### Where the registers sit

Other sequential cells in the stronger gray, the rest of the logic in the fainter gray.
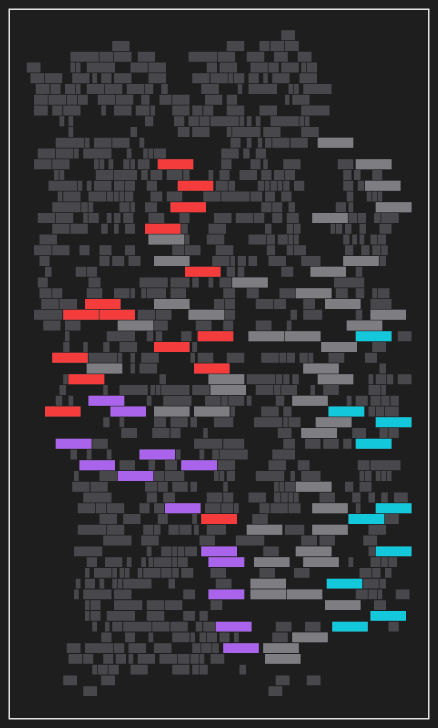
### I/O nets highlighted

Scale bar: 20 um.
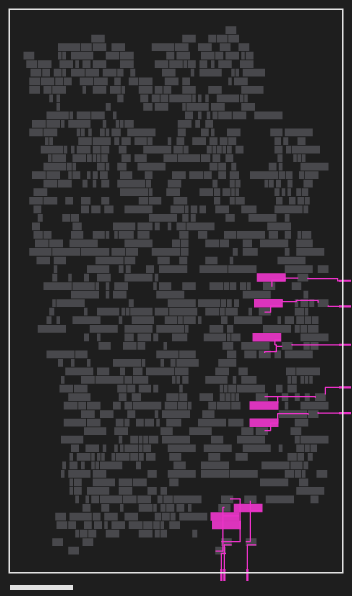
Design rgb2ycbcr_isp_flat, sky130hd; sources not shown.
==> results_slide.txt <==
Physical Implementation Snapshot

Run status
  • Status: completed

Synth
  • Number of distinct library cells after synthesis: 58
  • Synthesized net count: 801
  • Avg Inst Size Synth: 10.59 sq um
  • Dominant Register Cell: dfrtp_1
  • Synth cell count leaders: 113 x ha_1, 82 x dfrtp_1, 80 x inv_1
  • Register area share after synthesis: 0.3066
  • Chip Area, Yosys: 6693 sq um
  • Yosys warns: 0
  • Cell count in the Yosys report: 632
  • Yosys reg bits: 82
  • Asr flop ratio synth: 1.000
  • Mapped Cells: 632
  • Top-area cell share: 0.3066
  • Synth area leaders: dfrtp_1 31%, ha_1 21%, fa_1 11%

Global routing
  • Global-route wire length before repair: 24,160 um
  • Met2 Usage GRT: 0.3320
  • Antenna violations before repair: 0
  • Total GRT Usage: 0.1596
  • Largest net degree at the start of global routing: 83
  • M1 GR Usage: 0.1615
  • GRT overflow: 0
  • GR peak layer: met2

Worst setup path
  • Crit path max-delay family: adder cells
  • CP Cell Sequence: clkdlybuf4s50_1 > inv_1 > fa_1 > inv_1 > ha_1 > fa_1 > ha_1 > a21o_1 > a21o_1 > a21o_1 > a21o_1 > xor2_1 > mux2_2
  • CP Launch Type: input port
  • CP peak stage delay: 0.55 ns
  • R2R depth: 9
  • FF-to-FF setup slack: 1.11 ns
  • Most Frequent Cell on Critical Path: a21o_1
  • WP depth: 13
  • Element type at the critical path end: flip-flop
  • Setup CP Type: in -> reg

Drt
  • Post-Route M1 WL: 5366 um
  • ANT nets after route: 0
  • Routed WL: 14,230 um
  • Drt pass-1 iters: 4
  • Top routing layer in use: met4

Cells and area
  • Top cell excl fill/tap: ha_1
  • Layout area overhead: 16.79%
  • N_diodes: 0
  • Design Area, Final: 7816 sq um
  • Nets: 884
  • Final cell count without fillers: 944
  • Most instantiated logic cells after routing: 113 x ha_1, 82 x dfrtp_1, 80 x inv_1

Power and ir drop
  • NetSw: 1.856 mW
  • Sw frac: 0.4166
  • P_int: 2.599 mW
  • Peak VDD IR: 0.0002509 V
  • Combinational power: 2.70 mW
  • Combinational Power Share: 0.606
  • Pleak: 3.856 nW
  • Power share of the clock group: 0.119
  • Dominant power group: combinational logic
  • Final Power: 4.454 mW

STA
  • Tmin final: 4.155 ns
  • Worst-Margin Slew: 1.040 ns
  • Final cycle utilization of the critical path: 0.9664
  • RSZ-0062 raised after global routing: false
  • Final Hold Vio Count: 0
  • Setup violators final: 0
  • Post-route setup slack: 0.1446 ns
  • Final hold slack: 0.3814 ns
  • Fmax: 240.6 MHz

Placement
  • DP HPWL: 11,900 um
  • Setup slack at placement: -0.2880 ns
  • Total placed cells including tap cells: 928
  • Post-place instance area: 7612 sq um

Floorplan
  • Chip area: 18,950 sq um
  • Die height: 179.1 um
  • FP Rows: 62
  • Die x size: 105.8 um

Clock network
  • Worst-path clk slew: 0.09 ns
  • # H-tree levels: 3
  • Post-CTS Hold Buffers: 0
  • Num CTS Buffers: 9
  • Max clock buf depth: 2
  • CTS tree: built
  • CTS root buffer: clkbuf_8

Flow run
  • OpenROAD warning count: 29
  • Max cap viols: 0

Min path
  • Worst hold path class: reg -> reg
Notes on 'Where the registers sit' above:
- red: u_core.py_g_q (flops 15)
- cyan: u_core.u_pos.col_cnt_o (flops 10)
- purple: u_core.py_b_q (flops 13)
- not colored: 44
register area: 2052 sq um
Flop+latch power: 1.23 mW
register share of the cell area: 0.2625
Core Util, Final: 0.4753

Notes on 'I/O nets highlighted' above:
- magenta: bus_img_Y (bits 8; direction output; edge 5 right, 3 bottom; end cells 8; buffers 8; wire 218 um)
Ports: 29
Port Buffer Count: 28

## final cells by class
type	instances	area [sq um]
timing repair buffer	84	693.2
fill	1576	8630
tap	224	280.3
clock buffer	9	123.9
inverter	80	300.3
clock inverter	7	60.06
sequential	82	2052
multi-input combinational	458	4307
## cells by family (layout without fill, tap and decap cells)
kind of cell | after synthesis | after routing | synth area share
mux | 40 | 40 | 0.06693
flops | 82 | 82 | 0.3066
xor+xnor | 37 | 37 | 0.04842
compound gates | 115 | 115 | 0.1135
buf+inv | 92 | 180 | 0.05291
simple gates | 116 | 116 | 0.08974
fa+ha+maj | 150 | 150 | 0.3219
No activity file was given, so power comes from the tool's default toggle rates.
